**src/rtl/cpu_bus_master.sv**
```systemverilog
// Famicom CPU-bus initiator: free-running M2 with one request launched per cycle.
// Cycles with no pending request run as idle reads of $0000.
module cpu_bus_master #(
  parameter int unsigned M2_LOW_CLKS  = 9,
  parameter int unsigned M2_HIGH_CLKS = 9
) (
  input  logic        clk_i,
  input  logic        rst_i,
  input  logic        req_valid_i,
  output logic        req_ready_o,
  input  logic        req_rw_i,
  input  logic [15:0] req_addr_i,
  input  logic [7:0]  req_wdata_i,
  output logic        rsp_valid_o,
  output logic [7:0]  rsp_rdata_o,
  output logic        m2_o,
  output logic        romsel_o,
  output logic        cpu_rw_o,
  output logic [14:0] cpu_addr_o,
  output logic [7:0]  cpu_data_out_o,
  output logic        cpu_data_oe_o,
  input  logic [7:0]  cpu_data_in_i,
  input  logic        irq_n_i,
  output logic        irq_sync_o,
  output logic [15:0] m2_cycles_o
);

  localparam logic [0:0] ST_LOW    = 1'b0;
  localparam logic [0:0] ST_HIGH   = 1'b1;
  localparam logic [7:0] LOW_LAST  = 8'(M2_LOW_CLKS - 1);
  localparam logic [7:0] HIGH_LAST = 8'(M2_HIGH_CLKS - 1);

  logic [0:0]  state_q, state_d;
  logic [7:0]  cnt_q, cnt_d;
  logic        pend_q, pend_d;
  logic        pend_rw_q, pend_rw_d;
  logic [15:0] pend_addr_q, pend_addr_d;
  logic [7:0]  pend_wdata_q, pend_wdata_d;
  logic        bus_req_q, bus_req_d;
  logic        bus_rw_q, bus_rw_d;
  logic        bus_a15_q, bus_a15_d;
  logic [14:0] bus_addr_q, bus_addr_d;
  logic [7:0]  bus_wdata_q, bus_wdata_d;
  logic        m2_q, m2_d;
  logic        romsel_q, romsel_d;
  logic        oe_q, oe_d;
  logic [7:0]  dout_q, dout_d;
  logic        rsp_valid_q, rsp_valid_d;
  logic [7:0]  rsp_rdata_q, rsp_rdata_d;
  logic [15:0] m2_cycles_q, m2_cycles_d;
  logic        irq_meta_q, irq_sync2_q;
  logic        accept, rise, fall;

  assign req_ready_o = ~pend_q & ~rst_i;
  assign accept      = req_valid_i & req_ready_o;
  assign rise        = (state_q == ST_LOW)  && (cnt_q == LOW_LAST);
  assign fall        = (state_q == ST_HIGH) && (cnt_q == HIGH_LAST);

  always_comb begin
    state_d      = state_q;
    cnt_d        = cnt_q + 8'd1;
    pend_d       = pend_q;
    pend_rw_d    = pend_rw_q;
    pend_addr_d  = pend_addr_q;
    pend_wdata_d = pend_wdata_q;
    bus_req_d    = bus_req_q;
    bus_rw_d     = bus_rw_q;
    bus_a15_d    = bus_a15_q;
    bus_addr_d   = bus_addr_q;
    bus_wdata_d  = bus_wdata_q;
    m2_d         = m2_q;
    romsel_d     = romsel_q;
    oe_d         = oe_q;
    dout_d       = dout_q;
    rsp_valid_d  = 1'b0;
    rsp_rdata_d  = rsp_rdata_q;
    m2_cycles_d  = m2_cycles_q;

    if (rise) begin
      state_d  = ST_HIGH;
      cnt_d    = 8'd0;
      m2_d     = 1'b1;
      romsel_d = ~bus_a15_q;
      if (!bus_rw_q) begin
        oe_d   = 1'b1;
        dout_d = bus_wdata_q;
      end
    end

    if (fall) begin
      state_d     = ST_LOW;
      cnt_d       = 8'd0;
      m2_d        = 1'b0;
      romsel_d    = 1'b1;
      oe_d        = 1'b0;
      m2_cycles_d = m2_cycles_q + 16'd1;
      if (bus_req_q && bus_rw_q) begin
        rsp_valid_d = 1'b1;
        rsp_rdata_d = cpu_data_in_i;
      end
      // Launch uses the slot as it stood before this edge.
      if (pend_q) begin
        pend_d      = 1'b0;
        bus_req_d   = 1'b1;
        bus_rw_d    = pend_rw_q;
        bus_a15_d   = pend_addr_q[15];
        bus_addr_d  = pend_addr_q[14:0];
        bus_wdata_d = pend_wdata_q;
      end else begin
        bus_req_d   = 1'b0;
        bus_rw_d    = 1'b1;
        bus_a15_d   = 1'b0;
        bus_addr_d  = 15'd0;
      end
    end

    if (accept) begin
      pend_d       = 1'b1;
      pend_rw_d    = req_rw_i;
      pend_addr_d  = req_addr_i;
      pend_wdata_d = req_wdata_i;
    end
  end

  always_ff @(posedge clk_i or posedge rst_i) begin
    if (rst_i) begin
      state_q      <= ST_LOW;
      cnt_q        <= 8'd0;
      pend_q       <= 1'b0;
      pend_rw_q    <= 1'b1;
      pend_addr_q  <= 16'd0;
      pend_wdata_q <= 8'd0;
      bus_req_q    <= 1'b0;
      bus_rw_q     <= 1'b1;
      bus_a15_q    <= 1'b0;
      bus_addr_q   <= 15'd0;
      bus_wdata_q  <= 8'd0;
      m2_q         <= 1'b0;
      romsel_q     <= 1'b1;
      oe_q         <= 1'b0;
      dout_q       <= 8'd0;
      rsp_valid_q  <= 1'b0;
      rsp_rdata_q  <= 8'd0;
      m2_cycles_q  <= 16'd0;
      irq_meta_q   <= 1'b1;
      irq_sync2_q  <= 1'b1;
    end else begin
      state_q      <= state_d;
      cnt_q        <= cnt_d;
      pend_q       <= pend_d;
      pend_rw_q    <= pend_rw_d;
      pend_addr_q  <= pend_addr_d;
      pend_wdata_q <= pend_wdata_d;
      bus_req_q    <= bus_req_d;
      bus_rw_q     <= bus_rw_d;
      bus_a15_q    <= bus_a15_d;
      bus_addr_q   <= bus_addr_d;
      bus_wdata_q  <= bus_wdata_d;
      m2_q         <= m2_d;
      romsel_q     <= romsel_d;
      oe_q         <= oe_d;
      dout_q       <= dout_d;
      rsp_valid_q  <= rsp_valid_d;
      rsp_rdata_q  <= rsp_rdata_d;
      m2_cycles_q  <= m2_cycles_d;
      irq_meta_q   <= irq_n_i;
      irq_sync2_q  <= irq_meta_q;
    end
  end

  assign rsp_valid_o    = rsp_valid_q;
  assign rsp_rdata_o    = rsp_rdata_q;
  assign m2_o           = m2_q;
  assign romsel_o       = romsel_q;
  assign cpu_rw_o       = bus_rw_q;
  assign cpu_addr_o     = bus_addr_q;
  assign cpu_data_out_o = dout_q;
  assign cpu_data_oe_o  = oe_q;
  assign irq_sync_o     = ~irq_sync2_q;
  assign m2_cycles_o    = m2_cycles_q;

endmodule

```
**config.mk**
```make
export PLATFORM = sky130hd
export DESIGN_NAME = cpu_bus_master
export DESIGN_NICKNAME = d
export VERILOG_FILES = /design/src/rtl/cpu_bus_master.sv
export SDC_FILE = /design/constraint.sdc
export NUM_CORES = 1
export LEC_CHECK = 0
export ABC_AREA = 1
export CORE_MARGIN = 2
export CORE_UTILIZATION = 50
export DETAILED_ROUTE_END_ITERATION = 12
export MAX_ROUTING_LAYER = met4
export PLACE_DENSITY = 0.88
export SKIP_LAST_GASP = 1
export SLEW_MARGIN = 15
export SYNTH_ARGS = -nofsm -noshare
export SYNTH_HDL_FRONTEND = slang
export SYNTH_SLANG_ARGS = --single-unit
```
**constraint.sdc**
```tcl
create_clock -name clk_i -period 5.5 [get_ports clk_i]
set_input_delay 1.1 -clock clk_i [delete_from_list [all_inputs] [get_ports clk_i]]
set_output_delay 1.1 -clock clk_i [all_outputs]
set_load 0.01 [all_outputs]
```
==> images/layer_met1.png <==
The bar under the picture is 20 um long.
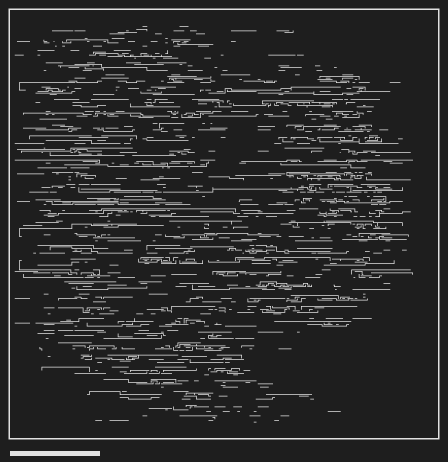
The wires run mostly horizontal. 486 nets have wire on it. The layer carries 3580 um of wire.
Vias: 3190
met1 usage: 0.256

==> images/congestion.png <==
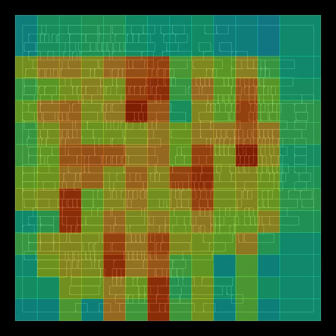
GR Util All Layers: 0.210
met3 global-route usage: 0.0435

==> images/metal_density.png <==
The bar under the picture is 20 um long. 19 x 19 tiles, from black (low) to pale yellow (high), scaled to the fullest tile. Values are wire area over tile area, all layers added.
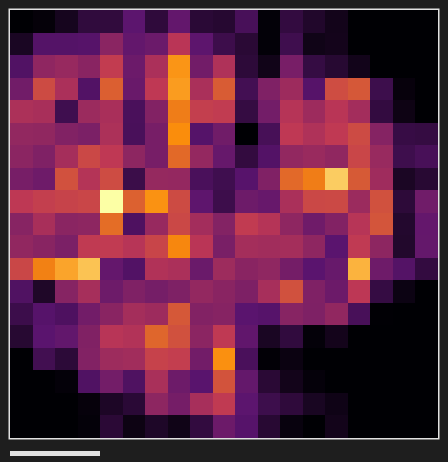
The emptiest ninth of the die: lower right. The mean over all tiles is 0.15. 17% of the tiles are nearly empty. The densest ninth of the die: middle left.
WL per Instance: 13.3 um
drt total wl: 8500 um

==> flow_summary.yaml <==
# implementation run metrics
run_status:
  status: "finished, final reports clean"
run:
  warnings: 27
die:
  tapCellCount: 105
layout:
  seqCellArea_sq_um: 2460
  nFillCells: 631
  sh_seq_area: 0.461
  sh_comb_area: 0.277
  areaGrowthSynthToFinish_pct: 27.2
  logic_gates: 286
timing:
  finalSetupViolations: 0
  fin_crit_ps: 3370
  hold_viol: 0
  worst_pin_slew_ps: 1130
  grt_setup_unrepaired: "no"
synthesis:
  synthesis.area_sq_um: 4200
  logic_family: "simple AND/OR/NAND/NOR gates"
  ys_sh_aoi: 0.0474
  synth.distinct_cells: 30
  adder_share: 0.00895
  yosysWarnings: 0
setup_path:
  critPathKind: "in -> out"
  start_kind: "input port"
  max_stage_delay_ps: 560
  path_max_fanout: 2
  cp_data_arrival_time_ps: 2270
  critPathSlowestCell: "clkdlybuf4s50_1"
cts:
  cts_hold_buffers: 0
  htreeDepth: 3
  clock-root-buffer: "clkbuf_8"
  cts_made_buffers: 9
  cts_resized: 0
  cts.sinks: 98
global_route:
  grt_first_pass_wirelength_um: 14300
drt:
  drt-initial-drc-count: 138
placement:
  dp_hpwl_um: 6170
  gp_congestion: 0.834
==> images/cell_density.png <==
The bar under the picture is 20 um long. 10 x 10 tiles, from black (low) to pale yellow (high), 0 to 100% covered.
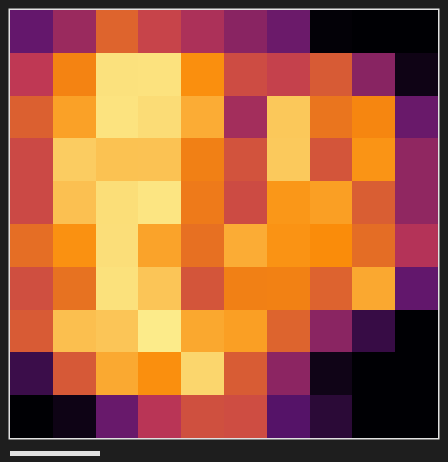
9.0% of the tiles are nearly empty. 34% of the tiles are over 75% full. The fullest tile reaches 96%.
Final Util: 0.653
Core ar.: 8180 sq um
Initial Util: 0.513

==> images/layer_met2.png <==
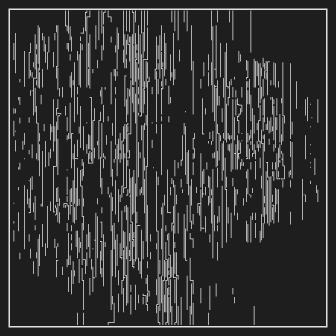
472 nets have wire on it. The wires run mostly vertical. The layer holds 52% of the routed length. The longest straight run is 40.5 um.

## sequential cells by signal, indices dropped and copies added (netlist names)
name and flops:
cpu_addr_o 15, rsp_rdata_o 8, pend_addr_q 16, romsel_o 1, bus_req_q 1, m2_o 1
cnt_q 8, bus_a15_q 1, m2_cycles_o 16, irq_meta_q 1, rsp_valid_o 1, pend_wdata_q 8
cpu_data_oe_o 1, cpu_rw_o 1, cpu_data_out_o 8, bus_wdata_q 8, pend_q 1, pend_rw_q 1
irq_sync2_q 1
## worst paths after layout
| kind | slack (ps) | cells after the start | endpoint | from |
|---|---|---|---|---|
| worst max-delay path | 2130 | 3 | req_ready_o | rst_i |
| worst min-delay path | 360 | 0 | irq_sync2_q | irq_meta_q |
| worst max register to register | 3300 | 6 | cpu_addr_o[13] | cnt_q[0] |
| worst min register to register | 360 | 0 | irq_sync2_q | irq_meta_q |
| max in group asynchronous | 3270 | 3 | m2_cycles_o[14] | rst_i |
| min in group asynchronous | 1200 | 2 | rsp_rdata_o[6] | rst_i |
## cell usage in the layout, fill, tap and decap left out
master,n
inv_6,1
clkinvlp_4,2
nand3_1,9
inv_4,1
nand3b_1,2
nor2_4,1
xnor2_1,1
nor3b_1,1
o21ai_0,30
nor2_2,1
dfrtp_1,93
ha_1,3
nor2_1,32
clkinv_4,1
clkbuf_8,9
o21bai_1,1
bufinv_16,1
nand2_1,152
nand2_4,2
buf_4,1
nand4_4,1
inv_8,1
nand4_1,11
nor2_8,2
xor2_1,4
clkbuf_1,1
dfstp_2,5
inv_2,2
nor3_1,1
nand3_2,1
mux2_2,20
a31oi_1,1
a21oi_1,7
clkdlybuf4s50_1,90
inv_1,39
nand2_2,2
nor3_4,1
## where the power goes
group          switching, W  internal (W)
combinational      0.000151      0.000216
sequential        0.0000997      0.000882
clock              0.000252      0.000216
## synthesized netlist by cell type (all sizes together)
| cell type | instances | share of area |
|---|---|---|
| dfstp | 5 | 0.031 |
| nand4 | 12 | 0.021 |
| nor3 | 2 | 0.0051 |
| xor2 | 4 | 0.0083 |
| buf | 10 | 0.022 |
| nand3 | 10 | 0.013 |
| inv | 42 | 0.038 |
| ha | 3 | 0.0089 |
| a21oi | 7 | 0.0083 |
| xnor2 | 1 | 0.0021 |
| o21ai | 30 | 0.036 |
| o21bai | 1 | 0.0018 |
| mux2 | 20 | 0.054 |
| nand2 | 156 | 0.14 |
| nor2 | 36 | 0.042 |
| a31oi | 1 | 0.0015 |
| clkbuf | 2 | 0.0018 |
| dfrtp | 93 | 0.55 |
| nand3b | 2 | 0.0036 |
| nor3b | 1 | 0.0018 |
## per-stage QoR
stage | power [W] | cells | area [sq um]
2_1_floorplan | 0.00115 | 438 | 4200
3_3_place_gp | 0.00134 | 622 | 5140
3_5_place_dp | 0.00137 | 622 | 5140
4_1_cts | 0.00183 | 638 | 5340
5_1_grt | 0.00191 | 638 | 5340
6_report | 0.00182 | 638 | 5340
## worst max-delay path: cells and delay by family
kind	cells	cell delay, ps
simple gates	1	150
buf+inv	2	1020
## routing by layer
metal  track usage  vias up
met3        0.0435       15
met1         0.256     1535
li1              -     1561
met2         0.346       79
met4        0.0750        0
met5             -        -
No activity file was given, so power comes from the tool's default toggle rates.
